--- src/rtl/pc_seq_pkg.sv ---
// Shared types and default vectors for the next-PC sequencer.
// State set depends on PC_SEQ_EXC_EN (TRAP only exists when exceptions are built in).
package pc_seq_pkg;

   localparam logic [31:0] DEF_RESET_VEC = 32'h0000_0000;
   localparam logic [31:0] DEF_EXC_VEC   = 32'h0000_0080;

`ifdef PC_SEQ_EXC_EN
   typedef enum logic [1:0] {BOOT, RUN, TRAP} state_t;
`else
   typedef enum logic [1:0] {BOOT, RUN} state_t;
`endif

   typedef enum logic [2:0] {SEQ, HOLD, BR, J, JR, EXC, ERET} src_t;

   function automatic logic is_misaligned(input logic [1:0] addr_lsb);
      return |addr_lsb;
   endfunction

endpackage

--- src/rtl/pc_target_calc.sv ---
// Combinational next-PC candidates: sequential, branch and jump targets.
module pc_target_calc (
   input  logic [31:0] pc,
   input  logic [31:0] branch_off,
   input  logic [25:0] jump_idx,
   output logic [31:0] pc_plus4,
   output logic [31:0] br_target,
   output logic [31:0] j_target
);

   assign pc_plus4  = pc + 32'd4;
   // Word offset becomes a byte offset; the sum wraps modulo 2^32.
   assign br_target = pc_plus4 + (branch_off << 2);
   assign j_target  = {pc_plus4[31:28], jump_idx, 2'b00};

endmodule

--- src/rtl/pc_sequencer.sv ---
// Program counter owner with boot FSM and fixed-priority next-PC select.
// Define PC_SEQ_EXC_EN to build in exc/eret, epc, the TRAP state and misaligned-JR traps.
module pc_sequencer
   import pc_seq_pkg::*;
#(
   parameter logic [31:0] RESET_VEC = DEF_RESET_VEC,
   parameter logic [31:0] EXC_VEC   = DEF_EXC_VEC,
   parameter int          BOOT_CYC  = 4
) (
   input  logic        clk,
   input  logic        rst,
   input  logic        stall,
   input  logic        branch_taken,
   input  logic [31:0] branch_off,
   input  logic        jump,
   input  logic [25:0] jump_idx,
   input  logic        jr,
   input  logic [31:0] jr_addr,
   input  logic        exc,
   input  logic        eret,
   output logic [31:0] pc,
   output logic [31:0] pc_plus4,
   output logic        pc_valid,
   output logic [31:0] epc,
   output logic        misalign
);

   localparam logic [3:0] BOOT_LAST = 4'(BOOT_CYC - 1);

   state_t      state_reg;
   logic [3:0]  boot_cnt_reg;
   logic [31:0] pc_reg;
   logic        pc_valid_reg;
   logic [31:0] br_target;
   logic [31:0] j_target;
   logic        jr_bad;
   logic        exc_req;
   logic        eret_req;
   src_t        sel;

   pc_target_calc u_calc (
      .pc        (pc_reg),
      .branch_off(branch_off),
      .jump_idx  (jump_idx),
      .pc_plus4  (pc_plus4),
      .br_target (br_target),
      .j_target  (j_target)
   );

   assign jr_bad   = is_misaligned(jr_addr[1:0]);
   assign misalign = (state_reg == RUN) && jr && jr_bad;

`ifdef PC_SEQ_EXC_EN
   logic [31:0] epc_reg;
   assign exc_req  = exc;
   assign eret_req = eret;
   assign epc      = epc_reg;
`else
   logic unused_ok;
   assign exc_req   = 1'b0;
   assign eret_req  = 1'b0;
   assign epc       = 32'd0;
   assign unused_ok = &{1'b0, exc, eret, EXC_VEC};
`endif

   always_comb begin
      sel = SEQ;
      if (exc_req)           sel = EXC;
      else if (eret_req)     sel = ERET;
`ifdef PC_SEQ_EXC_EN
      else if (jr)           sel = jr_bad ? EXC : JR;
`else
      else if (jr)           sel = JR;
`endif
      else if (jump)         sel = J;
      else if (branch_taken) sel = BR;
      else if (stall)        sel = HOLD;
   end

   always_ff @(posedge clk or negedge rst) begin
      if (!rst) begin
         state_reg    <= BOOT;
         boot_cnt_reg <= 4'd0;
         pc_reg       <= RESET_VEC;
         pc_valid_reg <= 1'b0;
`ifdef PC_SEQ_EXC_EN
         epc_reg      <= 32'd0;
`endif
      end else begin
         case (state_reg)
            BOOT: begin
               if (boot_cnt_reg == BOOT_LAST) begin
                  state_reg    <= RUN;
                  pc_valid_reg <= 1'b1;
               end else begin
                  boot_cnt_reg <= boot_cnt_reg + 4'd1;
               end
            end
            RUN: begin
               case (sel)
                  SEQ:  pc_reg <= pc_plus4;
                  BR:   pc_reg <= br_target;
                  J:    pc_reg <= j_target;
                  // Low bits are dropped so a misaligned target still fetches a word.
                  JR:   pc_reg <= {jr_addr[31:2], 2'b00};
`ifdef PC_SEQ_EXC_EN
                  EXC: begin
                     epc_reg      <= pc_reg;
                     pc_reg       <= EXC_VEC;
                     state_reg    <= TRAP;
                     pc_valid_reg <= 1'b0;
                  end
                  ERET: pc_reg <= epc_reg;
`endif
                  default: pc_reg <= pc_reg;
               endcase
            end
`ifdef PC_SEQ_EXC_EN
            TRAP: begin
               state_reg    <= RUN;
               pc_valid_reg <= 1'b1;
            end
`endif
            default: state_reg <= BOOT;
         endcase
      end
   end

   assign pc       = pc_reg;
   assign pc_valid = pc_valid_reg;

endmodule
--- config.mk ---
export PLATFORM = sky130hd
export DESIGN_NAME = pc_sequencer
export DESIGN_NICKNAME = d
export VERILOG_FILES = /design/src/rtl/pc_seq_pkg.sv /design/src/rtl/pc_target_calc.sv /design/src/rtl/pc_sequencer.sv
export SDC_FILE = /design/constraint.sdc
export NUM_CORES = 1
export LEC_CHECK = 0
export CAP_MARGIN = 25
export CORE_MARGIN = 5
export CORE_UTILIZATION = 25
export CTS_BUF_LIST = sky130_fd_sc_hd__clkbuf_8 sky130_fd_sc_hd__clkbuf_16
export DETAILED_ROUTE_END_ITERATION = 8
export PLACE_DENSITY = 0.58
export SLEW_MARGIN = 10
export SYNTH_ARGS = -nofsm -noshare
export SYNTH_HDL_FRONTEND = slang
export SYNTH_SLANG_ARGS = --single-unit
--- constraint.sdc ---
create_clock -name clk -period 4.3 [get_ports clk]
set_input_delay 0.86 -clock clk [delete_from_list [all_inputs] [get_ports clk]]
set_output_delay 0.86 -clock clk [all_outputs]
set_load 0.05 [all_outputs]
**Run 1: clock routing**

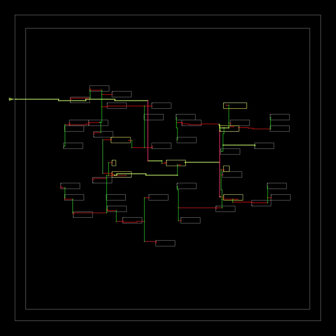
Flops: 36
Num Clock Sinks: 36
clock skew: 0.00799 ns
worst skew pair latency: 0.29 ns

**Run 1: sequential cells colored by netlist name**

Scale: 2 px per um. Other sequential cells in the stronger gray, the rest of the logic in the fainter gray.
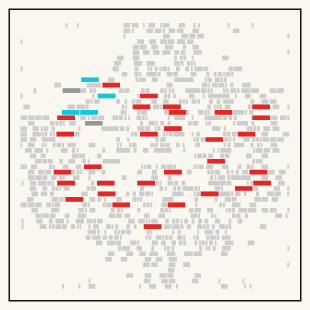
- red: pc (sequential cells 30)
- cyan: boot_cnt_reg (sequential cells 4)
- not colored: 2

**Run 1: local utilization**

Scale: 2 px per um. The die is cut into 15 by 15 equal tiles; dark purple is low, yellow is high, 0 to 100% covered.
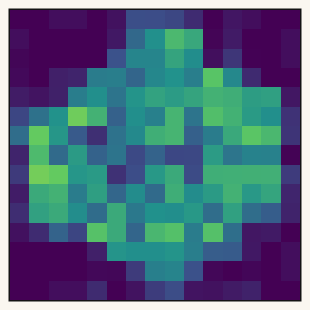
- emptiest ninth of the die: north-west
- fullest tile: 78%
- tiles over 75% full: 1.8%
- mean over tiles: 30%
- nearly empty tiles: 20%
final core occ: 36.6%
CORE AREA: 18000 um2
FP Util: 25.4%

## run 1: through the flow
step,utilization (%),instances,hold slack [ns],TNS [ns]
floorplan,-,646,0.468,-0.0179
global placement,35.5,985,0.444,0
detailed placement,35.5,985,0.451,0
CTS,36.5,993,0.478,0
global route,36.6,994,0.508,0
finish,36.6,994,0.468,0
## run 1: worst reg2reg max path: cells and delay by family, from the launching register on
kind,cells,cell delay [ns]
compound gates,6,1.11
xor+xnor,2,0.41
fa+ha+maj,2,0.60
buf+inv,1,0.10
flops,1,0.40
mux,1,0.11
simple gates,4,1.19
## run 1: worst min-delay path by stage
stage / slack (ns) / cells after the start / to / from
global placement: 0.44 / 1 / pc_valid / pc_valid
floorplan: 0.47 / 1 / boot_cnt_reg[3] / boot_cnt_reg[3]
global route: 0.51 / 1 / pc_valid / rst
CTS: 0.48 / 1 / pc_valid / pc_valid
finish: 0.47 / 1 / pc_valid / pc_valid
detailed placement: 0.45 / 1 / pc_valid / pc_valid
## run 1: Yosys cell counts (3+ instances only)
master and count:
and3_1 8, o31a_1 3, nor2_1 60, nand3_1 21, a21o_1 8, a211oi_1 10
nand4_1 14, ha_1 34, mux2i_1 4, inv_1 22, a222oi_1 3, o21a_1 7
buf_4 38, or3_1 4, xnor2_1 36, nor3_1 5, o22ai_1 10, nor2b_1 6
a31oi_1 11, dfrtp_1 36, o221ai_1 5, or2_2 3, xor2_1 16, clkbuf_1 23
nand2_1 62, a221oi_1 7, a22oi_1 4, o21ai_0 41, o21bai_1 4, and2_1 3
buf_1 3, a21oi_1 55
==> flow_summary.json, run 1 <==
{
  "n_antenna_cell": 0,
  "cp.arrival_ns": 3.28,
  "tap_cells": 229,
  "path_common_cell": "nand3_1",
  "setup_violations": 0,
  "die_w_um": 145,
  "grt_max_degree": 47,
  "maxCapViolations": 0,
  "cp.required_ns": 3.44,
  "path_depth": 8,
  "grt_pass1_wl_mm": 28.0,
  "rows": 49,
  "clockNetworkAreaShare_pct": 2.55,
  "clk_path_buf_depth": 2,
  "dp_slack_ns": 0.284,
  "fp.dieArea_um2": 21000,
  "power_mw": 2.29,
  "postSynthSeqShare_pct": 19.8,
  "hp-class": "reg -> reg",
  "top_area_share_pct": 19.8,
  "sw_frac_of_total_pct": 48.6,
  "worst-path-buf-inv": 2,
  "yosysWarnings": 0,
  "period_needed_ns": 4.14,
  "largest_reg_flops": 30,
  "dominant_cells": "logic gates",
  "logic_family": "AND-OR/OR-AND gates",
  "syn_inst": 611,
  "topCellsByArea": "dfrtp_1, ha_1, xnor2_1",
  "met2_usage_pct": 26.9,
  "buf_share_pct": 26.2,
  "buffers_excl_clock": 176,
  "grt_util_met1_pct": 23.0,
  "grt_usage_pct": 16.7,
  "cts.reportedPaths.clkPinSlew_ns": 0.06,
  "p_comb_mw": 1.40,
  "cts_tree": "done",
  "slowest_delay_ns": 0.84,
  "synth_flops": 36,
  "post_cts_buffers": 0,
  "critPathSlowestCell": "clkdlybuf4s50_1",
  "leakage_nw": 2.69,
  "top_layer": "met4",
  "edf_count": 0,
  "synth-cells-yosys": 611,
  "lay_top_cells": "clkdlybuf4s50_1, nand2_1, nor2_1",
  "worst_slack_ns": 0.157,
  "clk-power_mw": 0.434,
  "wl_met1_mm": 8.42,
  "power-top-group": "combinational logic",
  "hold_viol": 0,
  "wl_per_cell_um": 18.6,
  "route.detailed.drc": 0,
  "final-seq-area_um2": 901,
  "routed_wl_mm": 18.5,
  "path_cells": "ha_1 -> and4_1 -> nand3_1 -> or3_1 -> inv_2 -> nand3_1 -> xnor2_2 -> clkdlybuf4s50_1",
  "nClkBuffers": 5,
  "reg2reg_depth": 16,
  "drive_gt1_share_pct": 8.10,
  "inverters": 23,
  "cp-startpoint": "pc[3]",
  "hpwl_mm": 15.1,
  "io_buffer_count": 155,
  "critPathKind": "reg -> out",
  "rsz0062_at_grt": "false",
  "layout_top_cell": "clkdlybuf4s50_1",
  "aoi_share_pct": 28.1,
  "busiest_layer": "met2",
  "drv_slew": 0,
  "relSlewSlack_pct": 48.3,
  "power_switching_mw": 1.11,
  "crit_fanout": 5,
  "cts_hold_buffers": 0,
  "grt_pass1_vias": 4802,
  "seqPwrFrac_pct": 19.9,
  "fillerInstances": 1867,
  "post_dp_cell_area_um2": 6380,
  "yosysUniqueCellTypes": 70,
  "syn_to_final_growth_pct": 44.3,
  "logic_area_um2": 3410,
  "first_iter_violations": 323,
  "max_freq_mhz": 241,
  "fin_nets": 897,
  "sh_seq_area_pct": 13.7,
  "end_kind": "output port",
  "dr_wl_met2_mm": 8.51,
  "r2r_start": "pc[3]",
  "syn-cell-area_um2": 4560,
  "grt-ovfl-total": 0,
  "met3_length_mm": 1.44,
  "comb_share_pct": 51.9,
  "met3_usage_pct": 4.15,
  "mux_area_share_pct": 1.13,
  "first_pass_iters": 5,
  "via_count": 4962,
  "r2r_end": "pc[29]",
  "fp.dieH_um": 145,
  "grt_antenna_before_repair": 0,
  "reg2reg_slack_ns": 0.31,
  "warning_count": 34,
  "via_per_inst": 4.99,
  "top_area_cell": "dfrtp_1",
  "htreeDepth": 2,
  "ir_drop_mv": 0.193,
  "simple_gate_area_share_pct": 20.8,
  "status": "complete, no violations",
  "gp_congestion": 0.855,
  "synthFlopType": "dfrtp_1",
  "stdcell_area_um2": 6580,
  "crit_end": "pc_plus4[22]",
  "clockRootBuffer": "clkbuf_16",
  "final_antenna_net_count": 0
}
## Run 2: what changed since run 1
--- a/config.mk
+++ b/config.mk
@@ -5,12 +5,13 @@
 export SDC_FILE = /design/constraint.sdc
 export NUM_CORES = 1
 export LEC_CHECK = 0
+export ABC_AREA = 1
 export CAP_MARGIN = 25
 export CORE_MARGIN = 5
 export CORE_UTILIZATION = 25
 export CTS_BUF_LIST = sky130_fd_sc_hd__clkbuf_8 sky130_fd_sc_hd__clkbuf_16
 export DETAILED_ROUTE_END_ITERATION = 8
-export PLACE_DENSITY = 0.58
+export PLACE_DENSITY = 0.56
 export SLEW_MARGIN = 10
 export SYNTH_ARGS = -nofsm -noshare
 export SYNTH_HDL_FRONTEND = slang
==> run 2 against run 1 <==
Power increased by 1.3%. Setup slack improved by 0.33 ns. Critical path type unchanged. Clock power decreased by 4%. First-iteration DRC count increased by 20%.
==> flow_summary.json, run 2 <==
{
  "status": "complete, no violations",
  "route.detailed.drc": 0,
  "critPathKind": "reg -> out",
  "crit_fanout": 5,
  "cts_tree": "done",
  "routed_wl_mm": 21.3,
  "synth_area_per_cell_um2": 5.72,
  "yosysWarnings": 0,
  "async_flop_share_pct": 100,
  "reg2reg_depth": 18,
  "clockRootBuffer": "clkbuf_16",
  "cts_buffers": 5,
  "postSynthSeqShare_pct": 16.8,
  "cp.required_ns": 3.44,
  "stdcell_area_um2": 7250,
  "synth_flops": 36,
  "topCellsByArea": "nand2_1, dfrtp_1, inv_1",
  "cp-start-kind": "flop",
  "worst_pin_slew_ns": 0.844,
  "warning_count": 33,
  "end_kind": "output port",
  "maxCapViolations": 0,
  "crit_family": "buffers and inverters",
  "reg2reg_slack_ns": 0.86,
  "leakage_nw": 3.62,
  "fin_nets": 1218,
  "fp.dieH_um": 156,
  "syn_to_final_growth_pct": 35.3,
  "grt_pass1_wl_mm": 32.3,
  "period_needed_ns": 3.81,
  "syn-cell-area_um2": 5360,
  "yosysChipArea_um2": 5360,
  "relSlewSlack_pct": 43.7,
  "gp_congestion": 0.895,
  "power_mw": 2.32,
  "first_pass_iters": 8,
  "path_cells": "ha_1 -> nand2_1 -> nor2_2 -> nand2_2 -> nor2_4 -> nand2_2 -> xnor2_1 -> clkdlybuf4s50_1",
  "slowest_delay_ns": 0.91,
  "top_area_share_pct": 23.0,
  "cp.arrival_ns": 2.95,
  "grt_pass1_vias": 6055,
  "htreeDepth": 2,
  "cts.reportedPaths.clkPinSlew_ns": 0.06,
  "edf_count": 0,
  "die_w_um": 156,
  "fillerInstances": 2321,
  "finalClockSkew_ns": 0.00544,
  "numClockSinks": 36,
  "r2r_end": "pc[18]",
  "wl_per_cell_um": 15.7,
  "min_period_over_period_pct": 88.6,
  "hold_viol": 0,
  "critPathSlowestCell": "clkdlybuf4s50_1",
  "layout_top_cell": "nand2_1",
  "hpwl_mm": 18.3,
  "clock_latency_ns": 0.29,
  "worstHoldStart": "boot_cnt_reg[3]",
  "setup_violations": 0,
  "synth-cells-yosys": 936,
  "synthFlopType": "dfrtp_1",
  "drive_gt1_share_pct": 3.78,
  "aoi_share_pct": 13.3,
  "path_common_cell": "nand2_2",
  "grt_max_degree": 42,
  "ys_sh_adder_pct": 8.31,
  "boundaryPins": 196,
  "post_dp_cell_area_um2": 7080,
  "worst-path-buf-inv": 1,
  "r2r_start": "pc[3]",
  "max_freq_mhz": 262,
  "lay_top_cells": "nand2_1, clkdlybuf4s50_1, inv_1",
  "post_cts_buffers": 0,
  "grt_antenna_before_repair": 1,
  "yosysUniqueCellTypes": 38,
  "top_area_cell": "nand2_1",
  "logic_area_um2": 3690,
  "simple_gate_area_share_pct": 40.1,
  "logic_family": "simple AND/OR/NAND/NOR gates",
  "largest_reg_flops": 30,
  "yosys.cell_count.top_type": "nand2_1",
  "ir_drop_mv": 0.151,
  "fp.dieArea_um2": 24500,
  "ys_sh_xor_pct": 4.72,
  "via_per_inst": 4.55,
  "grt-ovfl-total": 0,
  "fin_setup_tns_ns": 0,
  "io_buffer_count": 155,
  "final_antenna_net_count": 0,
  "rows": 53,
  "drv_slew": 0,
  "holdPathEnd": "boot_cnt_reg[3]",
  "grt_usage_pct": 16.9,
  "syn_inst": 936,
  "via_count": 6197,
  "cts_hold_buffers": 0,
  "cp-startpoint": "pc[3]",
  "worst_hold_path.num_cells": 1,
  "rsz0062_at_grt": "false",
  "hp-class": "reg -> reg",
  "hold_ws_ns": 0.467,
  "mux_area_share_pct": 0,
  "first_iter_violations": 387,
  "clk_path_buf_depth": 2,
  "post_cts_resized": 0,
  "power_density_nw_per_um2": 320,
  "synthTopCellsByCount": "nand2_1, inv_1, nor2_1, a21oi_1, nand3_1"
}
-- run 2: logic make-up (layout without fill, tap and decap cells) --
logic type               Yosys count  count (layout)
AND-OR/OR-AND                    123             123
XOR/XNOR                          28              28
adder cells (fa/ha/maj)           35              35
buffers and inverters            199             314
flip-flops                        36              36
other                              1              37
AND/OR/NAND/NOR                  514             514
-- run 2: stage by stage --
step,worst slack (ns),std cells
floorplan,0.517,971
global placement,0.844,1353
detailed placement,0.799,1353
CTS,0.488,1361
global route,0.318,1362
finish,0.488,1362
-- run 2: cell type report --
class / instances / share of cell area [%]
clock inverter: 3 / 0.587
sequential: 36 / 12.4
clock buffer: 5 / 1.73
inverter: 147 / 7.64
multi-input combinational: 736 / 51.0
antenna: 1 / 0.0345
timing repair buffer: 159 / 21.9
tap: 275 / 4.75
-- run 2: per-layer routing --
layer / part of all wire [%] / track usage (%) / wire (um) / vias to the layer above
met5: 0 / 0 / 0 / -
met4: 2.9 / 5.74 / 610 / 0
met3: 4.8 / 2.60 / 1030 / 30
met2: 49 / 29.6 / 10500 / 165
met1: 43 / 21.2 / 9230 / 2796
li1: - / - / - / 3206
-- run 2: report_power, final --
| group | switching [mW] | internal (mW) | total, mW | leakage [nW] |
|---|---|---|---|---|
| clock | 0.145 | 0.272 | 0.417 | 0.0798 |
| combinational | 0.980 | 0.471 | 1.45 | 3.12 |
| sequential | 0.0698 | 0.379 | 0.449 | 0.425 |
-- run 2: how the worst max path moves through the flow --
stage,endpoint,cells past startpoint
global placement,pc_plus4[16],8
global route,pc_plus4[16],8
CTS,pc_plus4[16],8
floorplan,pc[20],17
detailed placement,pc_plus4[16],8
finish,pc_plus4[16],8
**Run 2: sequential cells colored by netlist name**

Scale: 2 px per um. Other sequential cells in the stronger gray, the rest of the logic in the fainter gray.
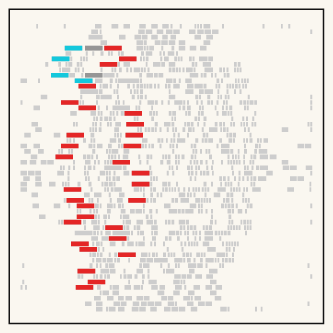
Seq/total area: 12.4%
FF+latch area: 901 um2
final core occ: 34.4%

**Run 2: local utilization**

Scale: 2 px per um. The die is cut into 16 by 16 equal tiles; dark purple is low, yellow is high, 0 to 100% covered.
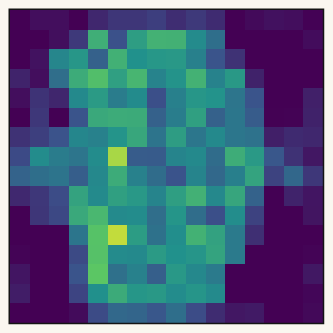
CORE AREA: 21100 um2
FP Util: 25.4%

Power is estimated from default activity; no workload was simulated.
